File: config.mk
export PLATFORM = sky130hd
export DESIGN_NAME = pipe_stage_buf
export DESIGN_NICKNAME = d
export VERILOG_FILES = /design/src/rtl/pipe_pkg.sv /design/src/rtl/pipe_entry.sv /design/src/rtl/pipe_stage_buf.sv
export SDC_FILE = /design/constraint.sdc
export NUM_CORES = 1
export LEC_CHECK = 0
export CORE_MARGIN = 4
export CORE_UTILIZATION = 52
export DETAILED_ROUTE_END_ITERATION = 10
export PLACE_DENSITY = 0.92
export SKIP_LAST_GASP = 1
export SLEW_MARGIN = 20
export SYNTH_ARGS = -nofsm -noshare
export SYNTH_HDL_FRONTEND = slang
export SYNTH_HIERARCHICAL = 1
export SYNTH_SLANG_ARGS = --single-unit
File: constraint.sdc
create_clock -name clk -period 3.1 [get_ports clk]
set_clock_uncertainty 0.1 [all_clocks]
set_input_delay 0.62 -clock clk [delete_from_list [all_inputs] [get_ports clk]]
set_output_delay 0.62 -clock clk [all_outputs]
set_load 0.02 [all_outputs]
File: src/rtl/pipe_pkg.sv
// Shared constants for the pipeline-boundary stage buffers.
// Holds state encodings, exception/reset vectors and per-stage payload widths.
package pipe_pkg;

  localparam logic [1:0] ST_EMPTY = 2'd0;
  localparam logic [1:0] ST_FULL  = 2'd1;
  localparam logic [1:0] ST_SKID  = 2'd2;

  localparam logic [31:0] EXC_VEC   = 32'h0000_4180;
  localparam logic [31:0] RESET_VEC = 32'h0000_0000;

  // Payload widths as concatenated by each instantiating stage
  localparam int D_PAYLOAD_W = 96;
  localparam int E_PAYLOAD_W = 96;
  localparam int M_PAYLOAD_W = 96;
  localparam int W_PAYLOAD_W = 96;

endpackage

File: src/rtl/pipe_entry.sv
// One pipeline entry register: {valid, data, pc, bd}.
// Clear writes a bubble and takes priority over load; drop only clears valid.
module pipe_entry #(
  parameter int          DATA_W   = 96,
  parameter logic [31:0] RESET_PC = 32'h0000_0000
) (
  input  logic              clk_i,
  input  logic              rst_ni,
  input  logic              load_i,
  input  logic              clear_i,
  input  logic              drop_i,
  input  logic [31:0]       bubblePc_i,
  input  logic [DATA_W-1:0] data_i,
  input  logic [31:0]       pc_i,
  input  logic              bd_i,
  output logic              valid_o,
  output logic [DATA_W-1:0] data_o,
  output logic [31:0]       pc_o,
  output logic              bd_o
);

  logic              valid_q;
  logic [DATA_W-1:0] data_q;
  logic [31:0]       pc_q;
  logic              bd_q;

  // Drop keeps payload/PC/BD so the last beat stays visible while idle
  always_ff @(posedge clk_i or negedge rst_ni) begin
    if (!rst_ni) begin
      valid_q <= 1'b0;
      data_q  <= '0;
      pc_q    <= RESET_PC;
      bd_q    <= 1'b0;
    end else if (clear_i) begin
      valid_q <= 1'b0;
      data_q  <= '0;
      pc_q    <= bubblePc_i;
      bd_q    <= 1'b0;
    end else if (load_i) begin
      valid_q <= 1'b1;
      data_q  <= data_i;
      pc_q    <= pc_i;
      bd_q    <= bd_i;
    end else if (drop_i) begin
      valid_q <= 1'b0;
    end
  end

  assign valid_o = valid_q;
  assign data_o  = data_q;
  assign pc_o    = pc_q;
  assign bd_o    = bd_q;

endmodule

File: src/rtl/pipe_stage_buf.sv
// Generic pipeline boundary with valid/ready handshake and a 2-entry skid buffer.
// in_ready comes from the skid valid register, so a downstream stall never reaches upstream combinationally.
module pipe_stage_buf
  import pipe_pkg::*;
#(
  parameter int          DATA_W   = D_PAYLOAD_W,
  parameter logic [31:0] EXC_PC   = EXC_VEC,
  parameter logic [31:0] RESET_PC = RESET_VEC
) (
  input  logic              clk,
  input  logic              reset,
  input  logic              in_valid,
  output logic              in_ready,
  input  logic [DATA_W-1:0] in_data,
  input  logic [31:0]       in_pc,
  input  logic              in_bd,
  input  logic              flush,
  input  logic              req,
  output logic              out_valid,
  input  logic              out_ready,
  output logic [DATA_W-1:0] out_data,
  output logic [31:0]       out_pc,
  output logic              out_bd,
  output logic [1:0]        occupancy
);

  logic [1:0]        state_q;
  logic [1:0]        state_d;
  logic              inHs;
  logic              outHs;
  logic              mainLoad;
  logic              mainDrop;
  logic              mainFromSkid;
  logic              skidLoad;
  logic              skidDrop;
  logic              skidValid;
  logic [DATA_W-1:0] skidData;
  logic [31:0]       skidPc;
  logic              skidBd;
  logic [DATA_W-1:0] mainDataIn;
  logic [31:0]       mainPcIn;
  logic              mainBdIn;
  logic [31:0]       flushPc;

  assign inHs    = in_valid & in_ready;
  assign outHs   = out_valid & out_ready;
  assign flushPc = req ? EXC_PC : RESET_PC;

  // Flush overrides everything, including a same-cycle input or output handshake
  always_comb begin
    state_d      = state_q;
    mainLoad     = 1'b0;
    mainDrop     = 1'b0;
    mainFromSkid = 1'b0;
    skidLoad     = 1'b0;
    skidDrop     = 1'b0;
    if (flush) begin
      state_d = ST_EMPTY;
    end else begin
      case (state_q)
        ST_EMPTY: begin
          if (inHs) begin
            mainLoad = 1'b1;
            state_d  = ST_FULL;
          end
        end
        ST_FULL: begin
          if (inHs && outHs) begin
            mainLoad = 1'b1;
          end else if (inHs) begin
            skidLoad = 1'b1;
            state_d  = ST_SKID;
          end else if (outHs) begin
            mainDrop = 1'b1;
            state_d  = ST_EMPTY;
          end
        end
        ST_SKID: begin
          if (outHs) begin
            mainLoad     = 1'b1;
            mainFromSkid = 1'b1;
            skidDrop     = 1'b1;
            state_d      = ST_FULL;
          end
        end
        default: state_d = ST_EMPTY;
      endcase
    end
  end

  always_ff @(posedge clk or negedge reset) begin
    if (!reset) begin
      state_q <= ST_EMPTY;
    end else begin
      state_q <= state_d;
    end
  end

  assign mainDataIn = mainFromSkid ? skidData : in_data;
  assign mainPcIn   = mainFromSkid ? skidPc   : in_pc;
  assign mainBdIn   = mainFromSkid ? skidBd   : in_bd;

  pipe_entry #(
    .DATA_W  (DATA_W),
    .RESET_PC(RESET_PC)
  ) uMain (
    .clk_i     (clk),
    .rst_ni    (reset),
    .load_i    (mainLoad),
    .clear_i   (flush),
    .drop_i    (mainDrop),
    .bubblePc_i(flushPc),
    .data_i    (mainDataIn),
    .pc_i      (mainPcIn),
    .bd_i      (mainBdIn),
    .valid_o   (out_valid),
    .data_o    (out_data),
    .pc_o      (out_pc),
    .bd_o      (out_bd)
  );

  pipe_entry #(
    .DATA_W  (DATA_W),
    .RESET_PC(RESET_PC)
  ) uSkid (
    .clk_i     (clk),
    .rst_ni    (reset),
    .load_i    (skidLoad),
    .clear_i   (flush),
    .drop_i    (skidDrop),
    .bubblePc_i(RESET_PC),
    .data_i    (in_data),
    .pc_i      (in_pc),
    .bd_i      (in_bd),
    .valid_o   (skidValid),
    .data_o    (skidData),
    .pc_o      (skidPc),
    .bd_o      (skidBd)
  );

  assign in_ready  = ~skidValid;
  assign occupancy = state_q;

endmodule
Fig. 1: run 1, the metal 3 layer
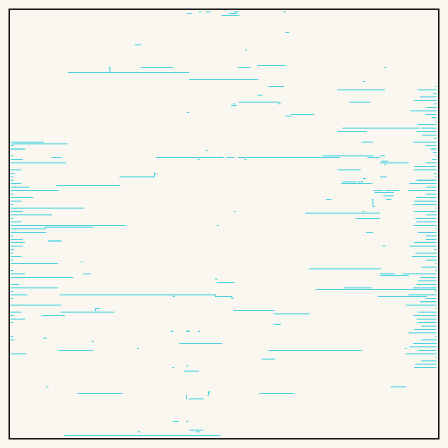
The longest straight run is 61.0 um. The layer holds 5.5% of the routed length. 190 nets have wire on it. The layer carries 1820 um of wire.
final WL: 33100 um
routing usage on met3: 0.0406
via count: 9332

Fig. 2: run 1, the metal 4 layer
Scale bar: 50 um. Supply wires on this layer in gray.
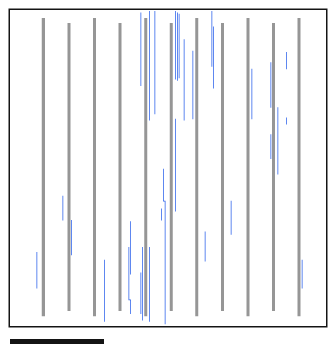
23 nets have wire on it. The layer carries 942 um of wire.

==> GITHUB_STEP_SUMMARY, run 1 <==
### Yosys + OpenROAD results

| Metric | Value |
|---|---|
| Run status | complete, no violations |
| Fp_density | 0.528 |
| Top Consumer | sequential cells |
| Largest net degree at the start of global routing | 175 |
| Main synth FF type | dfrtp_1 |
| Sw Pwr | 2.21 mW |
| Share of layout cells above drive strength 1 | 0.155 |
| Final WS setup | 0.389 ns |
| Hold endpoint | uSkid/data_o[95] |
| Row cnt | 58 |
| Clk sinks | 262 |
| Final Hold Viols | 0 |
| Most frequent cells in the layout | clkdlybuf4s50_1, dfrtp_1, mux2i_1 |
| Ys cells | 1077 |
| Arr. time, crit path | 2.97 ns |
| Gate Count Post-Synth | 1077 |
| Syn avg cell area | 12.3 um2 |
| Number of top-level pins | 268 |
| Met2 wire len | 16800 um |
| DR WL/cell | 18.9 um |
| Peak supply drop | 0.425 mV |
| Fin. max-slew vios | 0 |
| Cts-stage hold buffer count | 1 |
| Critical hold path startpoint | flush |
| CTS Buf Count | 28 |
| CP max FO | 28 |
| RSZ-0062 raised after global routing | no |
| Pre-CTS WS | -0.0151 ns |
| Yosys reg bits | 262 |
| H-tree depth | 1 |
| Dominant cell area share | 0.495 |
| Synth Cell Area | 13300 um2 |
| Clk ins delay skew pair | 0.53 ns |
| Tool warnings | 30 |
| Initial antenna violation count | 1 |
| Max Cap Viol | 0 |
| WHS Path Cells | 2 |
| CTS tree | yes |
| Least-Margin Pin Slew | 1.05 ns |
| Count of library flops with an enable pin | 0 |
| Power Sequential | 3.75 mW |
| Top cells by count | dfrtp_1, mux2i_1, nor2_1 |
| Post-CTS Setup Repair Bufs | 0 |
| Die ar. | 28100 um2 |
| Post_cts resized | 0 |
| Root Buffer Master | clkbuf_16 |
| Power Internal | 6.61 mW |
| Total GRT Usage | 0.230 |
| Clock Power Share | 0.406 |
| Power Clock | 3.58 mW |
| Sequential fraction of design power | 0.425 |
| Die Y | 168 um |
| Comb pwr share | 0.169 |
| Flop2flop setup slack | 0.44 ns |
| R2R Path End | uMain/data_o[63] |
| Sw Share | 0.251 |
| First-pass GRT wire length | 53500 um |
| Tcrit/Tclk final | 0.874 |
| Synthesis Warnings | 6 |
| Max layer used | met4 |
| Critical Path Sink Type | flop |
| Setup CP Type | in2reg |
| Tmin final | 2.71 ns |
| Area leader, netlist | dfrtp_1 |
| Crit path from | in_valid |
| Top cells by area | dfrtp_1, mux2i_1, mux2_4 |
| Dominant logic cell type in the layout | clkdlybuf4s50_1 |
| GP Congestion | 0.824 |
| Vias in the first global route | 9981 |
| Remaining Overflow, GRT | 0 |
| 1st-pass router iterations | 4 |
| Setup crit start kind | input pin |
| Crit path to | uMain/data_o[63] |
Fig. 3: run 1, signal wires on met1
Scale bar: 50 um. Supply wires on this layer in gray.
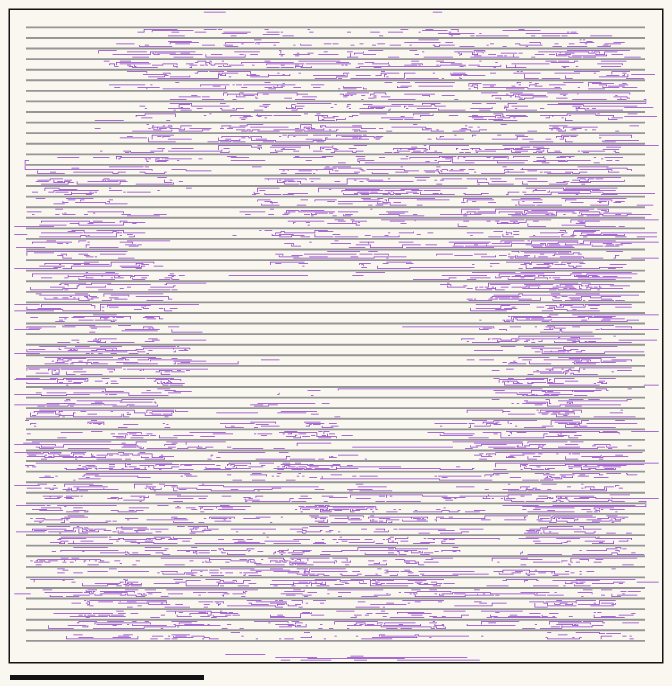
The longest straight run is 52.4 um. 1396 nets have wire on it.

run 1: critical path, cell delays in order:
cell             delay, ns
clkdlybuf4s50_1       0.49
or3b_2                0.50
o21a_1                0.23
a21oi_4               0.24
buf_12                0.26
buf_12                0.21
mux2i_1               0.29
nor2_1                0.09
run 1: routing by layer:
metal | track usage | up-vias
li1 | - | 4258
met1 | 0.295 | 4708
met2 | 0.401 | 298
met3 | 0.0406 | 68
met4 | 0.0681 | 0
met5 | 0 | -
run 1: cell type report:
| cell class | instances | area, um2 | share of cell area |
|---|---|---|---|
| Sequential cell | 262 | 6560 | 0.378 |
| Multi-Input combinational cell | 792 | 6110 | 0.352 |
| Timing Repair Buffer | 309 | 3260 | 0.188 |
| Clock buffer | 40 | 817 | 0.0471 |
| Tap cell | 330 | 413 | 0.0238 |
| Clock inverter | 9 | 173 | 0.00996 |
| Inverter | 3 | 11.3 | 0.000649 |
| Antenna cell | 1 | 2.50 | 0.000144 |
run 1: kinds of logic (layout without fill, tap and decap cells):
logic type             count (synthesis)  in the layout  share of synthesized area
AND-OR/OR-AND                         72             72                     0.0278
buffers and inverters                 83            361                     0.0631
flip-flops                           262            262                      0.495
multiplexers                         388            388                      0.333
other                                  1             62                   0.000283
AND/OR/NAND/NOR                      271            271                     0.0811
run 1: stage by stage:
step / hold WS [ns] / total power, mW / utilization / cell area, um2 / TNS, ns
2_1_floorplan: 0.224 / 4.59 / - / 13500 / 0
3_3_place_gp: 0.395 / 5.22 / 0.651 / 16300 / 0
3_5_place_dp: 0.410 / 5.27 / 0.651 / 16300 / -0.0151
4_1_cts: 0.345 / 8.89 / 0.691 / 17300 / 0
5_1_grt: 0.360 / 9.16 / 0.691 / 17300 / 0
6_report: 0.371 / 8.82 / 0.691 / 17300 / 0
==> inputs of run 2 (changes only) <==
--- a/config.mk
+++ b/config.mk
@@ -7,8 +7,10 @@
 export LEC_CHECK = 0
 export CORE_MARGIN = 4
 export CORE_UTILIZATION = 52
+export CTS_CLUSTER_DIAMETER = 60
 export DETAILED_ROUTE_END_ITERATION = 10
 export PLACE_DENSITY = 0.92
+export SETUP_SLACK_MARGIN = 0.1
 export SKIP_LAST_GASP = 1
 export SLEW_MARGIN = 20
 export SYNTH_ARGS = -nofsm -noshare
Fig. 4: run 2, the metal 4 layer
Scale bar: 50 um. Supply wires on this layer in gray.
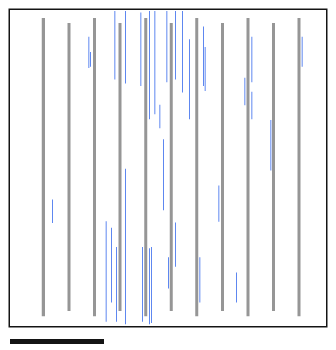
The layer carries 1050 um of wire. The layer holds 3.2% of the routed length. The longest straight run is 82.3 um. The wires run mostly vertical.

==> GITHUB_STEP_SUMMARY, run 2 <==
### Yosys + OpenROAD results

| Metric | Value |
|---|---|
| Synth Cell Area | 13300 um2 (unchanged) |
| Least-Margin Pin Slew | 1.06 ns (+0.0103 ns) |
| Met2 wire len | 17000 um (+0.92%) |
| GP Congestion | 0.824 (unchanged) |
| CP max FO | 28 (unchanged) |
| Die ar. | 28100 um2 (unchanged) |
| Share of layout cells above drive strength 1 | 0.157 (+0.00108) |
| Root Buffer Master | clkbuf_16 |
| Yosys reg bits | 262 (unchanged) |
| CTS Buf Count | 30 (+7.1%) |
| GR Layer Usage met2 | 0.407 (+0.00561) |
| Final WL | 33300 um (+0.51%) |
| Final instance area | 17300 um2 (-0.11%) |
| Gate Count Post-Synth | 1077 (unchanged) |
| Top cells by count | dfrtp_1, mux2i_1, nor2_1 |
| RSZ-0062 raised after global routing | no |
| Yosys chip area | 13300 um2 |
| Most frequent cells in the layout | clkdlybuf4s50_1, dfrtp_1, mux2i_1 |
| Area leader, netlist | dfrtp_1 |
| Post_cts resized | 0 (unchanged) |
| Final WS setup | 0.412 ns (+0.0226 ns) |
| Tcrit/Tclk final | 0.867 (-0.00730) |
| R2R Path End | uMain/data_o[63] |
| Total power draw | 8.68 mW (-1.6%) |
| Die Y | 168 um (unchanged) |
| Ys cells | 1077 (unchanged) |
| Top cells by area | dfrtp_1, mux2i_1, mux2_4 |
| Peak supply drop | 0.400 mV (-5.9%) |
| Arr. time, crit path | 2.95 ns (-0.02 ns) |
| Main synth FF type | dfrtp_1 |
| Max layer used | met4 |
| Post-route setup TNS | 0 ns (unchanged) |
| Number of top-level pins | 268 (unchanged) |
| Pre-CTS WS | -0.0151 ns (unchanged) |
| Cell Area, Placed | 16300 um2 (unchanged) |
| Post-CTS Setup Repair Bufs | 0 (unchanged) |
| Clk sinks | 262 (unchanged) |
| Clk ins delay skew pair | 0.54 ns (about the same) |
| Setup crit start kind | input pin |
| Initial antenna violation count | 2 (+1) |
| Synthesis Warnings | 6 (unchanged) |
| Fp_density | 0.528 (unchanged) |
| Run status | complete, no violations |
| Via count | 9288 (-0.47%) |
| Syn avg cell area | 12.3 um2 (unchanged) |
| Final Hold Viols | 0 (unchanged) |
| Critical Path Sink Type | flop |
| Tmin final | 2.69 ns (-0.0226 ns) |
| Dominant cell area share | 0.495 (unchanged) |
| First-pass GRT wire length | 53600 um (+0.10%) |
| Reg-to-Reg Start | occupancy[1] |
| 1st-pass router iterations | 5 (+1) |
| HP Class | in2reg |
| Fin. max-slew vios | 0 (unchanged) |
| Dominant logic cell type in the layout | clkdlybuf4s50_1 |
| Critical hold path startpoint | flush |
| Row cnt | 58 (unchanged) |
| H-tree depth | 1 (unchanged) |
| Count of library flops with an enable pin | 0 (unchanged) |
| CTS tree | yes |
Fig. 5: run 2, congestion heat map
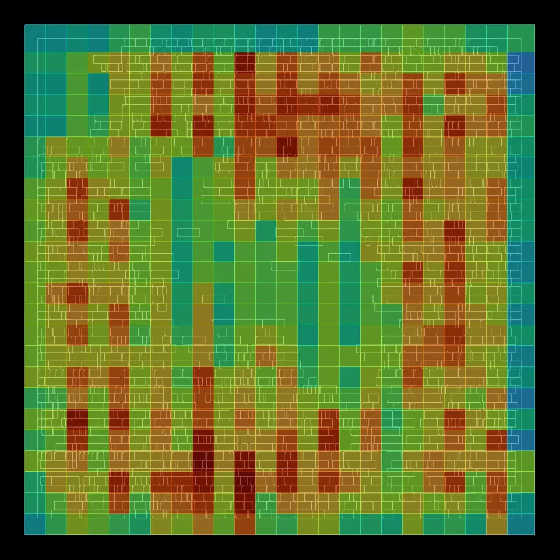
Total GRT Usage: 0.230
busiest grt layer: met2
fin util: 0.690
met1 GRT Util: 0.287

run 2: kinds of logic (layout without fill, tap and decap cells):
logic type	Yosys count	in the layout	synth area share
buffers and inverters	83	364	0.0631
other	1	63	0.000283
AND-OR/OR-AND	72	72	0.0278
flip-flops	262	262	0.495
multiplexers	388	388	0.333
AND/OR/NAND/NOR	271	271	0.0811
run 2: report_power, final:
group,switching (mW),internal [mW],total [mW]
Combinational,0.728,0.758,1.49
Clock,1.39,2.05,3.44
Sequential,0.136,3.62,3.75
Total,2.25,6.43,8.68
run 2: area by class of cell:
cell class / count / area [um2] / area share
antenna: 2 / 5.00 / 0.000289
tap: 330 / 413 / 0.0238
clock inverter: 8 / 83.8 / 0.00484
multi-input combinational: 792 / 6110 / 0.352
timing repair buffer: 309 / 3260 / 0.188
inverter: 3 / 11.3 / 0.000650
clock buffer: 44 / 885 / 0.0511
sequential: 262 / 6560 / 0.378
run 2: critical path, stage by stage:
cell and delay (ns):
clkdlybuf4s50_1 0.48, or3b_2 0.49, o21a_1 0.22, a21oi_4 0.23, buf_12 0.26, buf_12 0.21, mux2i_1 0.29, nor2_1 0.10
run 2: worst max-delay path by stage:
stage,start,endpoint,slack [ns],cells past startpoint
after floorplan,in_valid,uMain/pc_o[29],0.82,8
after global placement,in_valid,uMain/data_o[32],0.08,8
after detailed placement,in_valid,uMain/data_o[66],-0.02,8
after CTS,in_valid,uMain/data_o[63],0.46,8
after global routing,in_valid,uMain/data_o[63],0.40,8
final,in_valid,uMain/data_o[63],0.41,8
run 2: repair_timing:
| item | CTS | global route |
|---|---|---|
| endpoints found under the setup margin | 0 | 0 |
| endpoints found under the hold margin | 63 | 0 |
| hold buffers | 1 | 0 |
==> inputs of run 3 (changes only) <==
--- a/config.mk
+++ b/config.mk
@@ -5,11 +5,13 @@
 export SDC_FILE = /design/constraint.sdc
 export NUM_CORES = 1
 export LEC_CHECK = 0
+export ABC_AREA = 1
+export CAP_MARGIN = 20
 export CORE_MARGIN = 4
-export CORE_UTILIZATION = 52
+export CORE_UTILIZATION = 51
 export CTS_CLUSTER_DIAMETER = 60
 export DETAILED_ROUTE_END_ITERATION = 10
-export PLACE_DENSITY = 0.92
+export PLACE_DENSITY = 0.91
 export SETUP_SLACK_MARGIN = 0.1
 export SKIP_LAST_GASP = 1
 export SLEW_MARGIN = 20
Fig. 6: run 3, the metal 3 layer
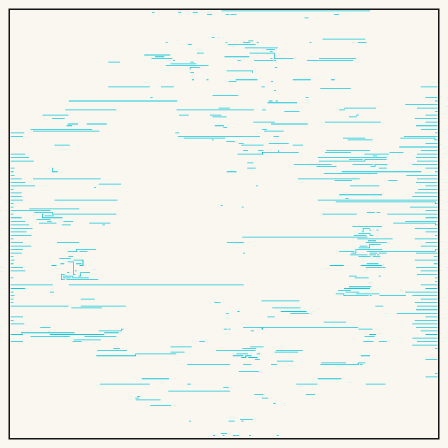
274 nets have wire on it. The longest straight run is 66.9 um. The wires run mostly horizontal. The layer carries 2950 um of wire. The layer holds 8.2% of the routed length.
routing usage on met3: 0.0359
final WL: 36100 um

==> GITHUB_STEP_SUMMARY, run 3 <==
### Yosys + OpenROAD results

| Metric | Value |
|---|---|
| Yosys reg bits | 262 (unchanged) |
| Least-Margin Pin Slew | 0.862 ns (-0.197 ns) |
| Critical Path Sink Type | primary output |
| Tool warnings | 35 |
| Core ar. | 24200 um2 |
| Flop2flop setup slack | 0.87 ns |
| Row cnt | 57 (-1.7%) |
| Cell Area, Placed | 15400 um2 (-5.5%) |
| Vias in the first global route | 11900 |
| Largest delay share family, worst path | buffers and inverters |
| Peak supply drop | 0.428 mV (+7.0%) |
| Worst stage delay on the critical path | 0.67 ns (+0.18 ns) |
| Logic area | 5420 um2 (-11%) |
| Buffers on Ports | 267 |
| Dominant cell area share | 0.525 (+0.0303) |
| Synth unique cells | 18 |
| R2R Path End | uMain/data_o[42] |
| Setup crit start kind | flop |
| Nets | 2041 |
| Ys cells | 1652 (+53%) |
| Top cells by count | nand2_1, nand3_1, dfrtp_1 |
| Gate Count Post-Synth | 1652 (+53%) |
| Post-CTS Setup Repair Bufs | 0 (unchanged) |
| Initial DRC Count | 1236 |
| Die Y | 165 um (-1.9%) |
| 1st-pass router iterations | 5 (unchanged) |
| Max Fclk | 416 MHz |
| Clk sinks | 262 (unchanged) |
| DR vias/cell | 5.37 |
| H-tree depth | 1 (unchanged) |
| CTS Buf Count | 26 (-13%) |
| Remaining Overflow, GRT | 0 |
| Hold WS | -0.000566 ns |
| DRC | 0 |
| Failing checks | hold timing |
| Yosys chip area | 12500 um2 (-5.8%) |
| Max Cap Viol | 0 |
| Arr. time, crit path | 1.69 ns (-1.26 ns) |
| P_leak | 8.57 nW |
| HP Class | in2async |
| Synth Seq Share | 0.525 |
| Crit path max-delay cell type | clkdlybuf4s50_1 |
| Layout Area Growth over Synthesis | 30.6% |
| CP bufs+invs | 1 (-2) |
| Reg2reg path depth | 6 |
| Share of layout cells above drive strength 1 | 0.0385 (-0.118) |
| CTS clock-pin slew for the worst setup and hold paths | 0.06 ns |
| Syn avg cell area | 7.56 um2 (-39%) |
| Slew HR | 0.425 |
| Longest Clk Path Bufs | 3 |
| Count of library flops with an enable pin | 0 (unchanged) |
| Cts-stage hold buffer count | 0 (-1) |
| Setup CP Type | reg2out |
| DR WL/cell | 16.0 um |
| Run status | finished with violations |
| RSZ-0062 raised after global routing | no |
| Largest net degree at the start of global routing | 131 |
| Tcrit/Tclk final | 0.776 (-0.0907) |
| Dominant logic cell type in the layout | nand2_1 |
| Asr flop ratio synth | 1.00 |
| Antenna viol nets, final | 0 |
| Crit path cell chain | clkdlybuf4s50_1 |
| Reg-to-Reg Start | occupancy[0] |
| P per Cell Area | 539 nW/um2 |
| Total power draw | 8.79 mW (+1.3%) |
| Final instance area | 16300 um2 (-5.8%) |
| GP Congestion | 0.835 (+1.3%) |
| First-pass GRT wire length | 58600 um (+9.3%) |
| Synth Cell Area | 12500 um2 (-5.8%) |
| Setup violators final | 0 |
| Number of top-level pins | 268 (unchanged) |
| Top cells by area | dfrtp_1, nand2_1, nand3_1 |
| Post-route setup TNS | 0 ns (unchanged) |
| Fin. max-slew vios | 0 (unchanged) |
| Tmin final | 2.41 ns (-0.281 ns) |
| DIE WIDTH | 165 um |
| CP required | 2.38 ns |
| Die ar. | 27100 um2 (-3.7%) |
| Most frequent cells in the layout | nand2_1, nand3_1, clkdlybuf4s50_1 |
| Post_cts resized | 0 (unchanged) |
| Root Buffer Master | clkbuf_16 |
| Final Hold Viols | 1 (+1) |
| CTS tree | yes |
| CP max FO | 6 (-79%) |
| Area leader, netlist | dfrtp_1 |
| CP Depth | 1 (-7) |
| Total GRT Usage | 0.262 (+0.0311) |
| Final HPWL DP | 22300 um |
| Reg area | 6560 um2 (unchanged) |
| Yosys top cell by instances | nand2_1 |
| Main synth FF type | dfrtp_1 |
| Synthesis Warnings | 6 (unchanged) |
| Filler Cell Count | 1830 |
| Clk ins delay skew pair | 0.52 ns (-0.02 ns) |
| Initial antenna violation count | 6 (+4) |
| Fp_density | 0.517 (-0.0113) |
Fig. 7: run 3, M2 wires
Cells faint in the background.
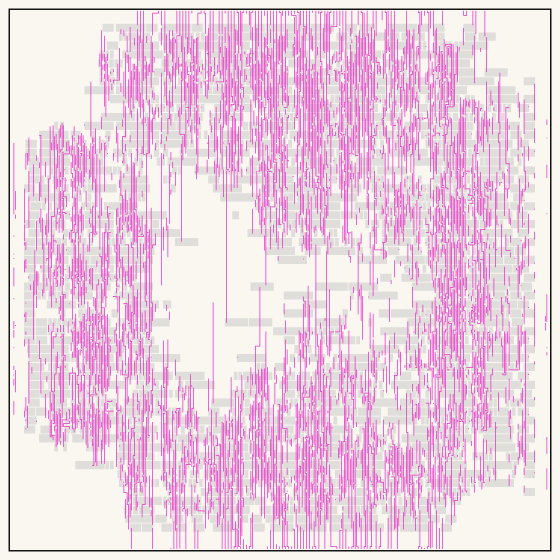
1582 nets have wire on it. The layer holds 49% of the routed length. The layer carries 17600 um of wire.
GR Layer Usage met2: 0.439
via count: 12100

[run 3: logic make-up after synthesis]
kind of cell    synth area share
compound gates           0.00120
buf+inv                   0.0612
flops                      0.525
other cells             0.000300
simple gates               0.413
[run 3: how the worst max path moves through the flow]
stage	startpoint	end
final	occupancy[1]	occupancy[1]
after global routing	occupancy[1]	occupancy[1]
after detailed placement	out_ready	uMain/data_o[12]
after global placement	out_ready	uSkid/pc_o[19]
after floorplan	in_valid	uSkid/pc_o[29]
after CTS	occupancy[1]	occupancy[1]
[run 3: layout make-up]
type / instances / area share
Antenna cell: 8 / 0.00123
Multi-Input combinational cell: 1320 / 0.333
Inverter: 8 / 0.00230
Sequential cell: 262 / 0.402
Timing Repair Buffer: 288 / 0.185
Tap cell: 324 / 0.0249
Clock inverter: 10 / 0.00644
Clock buffer: 36 / 0.0459
[run 3: power breakdown]
part           total (mW)  switching [mW]  internal, mW  leakage, nW
registers            3.90           0.187          3.71         3.50
clock network        3.15            1.30          1.85        0.419
logic                1.75            1.03         0.723         4.65
[run 3: metrics by stage]
step,utilization,setup WS (ns),instances
2_1_floorplan,-,1.33,1712
3_3_place_gp,0.637,0.0734,2201
3_5_place_dp,0.638,0.430,2202
4_1_cts,0.674,0.694,2248
5_1_grt,0.674,0.648,2254
6_report,0.675,0.693,2256
[run 3: layer usage]
| layer | vias to the layer above | routed length [um] | share of wire | track usage |
|---|---|---|---|---|
| met5 | - | 0 | 0 | 0 |
| met4 | 0 | 1440 | 0.040 | 0.119 |
| li1 | 5673 | - | - | - |
| met1 | 5669 | 14100 | 0.39 | 0.339 |
| met3 | 114 | 2950 | 0.082 | 0.0359 |
| met2 | 660 | 17600 | 0.49 | 0.439 |
Power figures rest on the tool's default switching activity, not on a simulated workload.
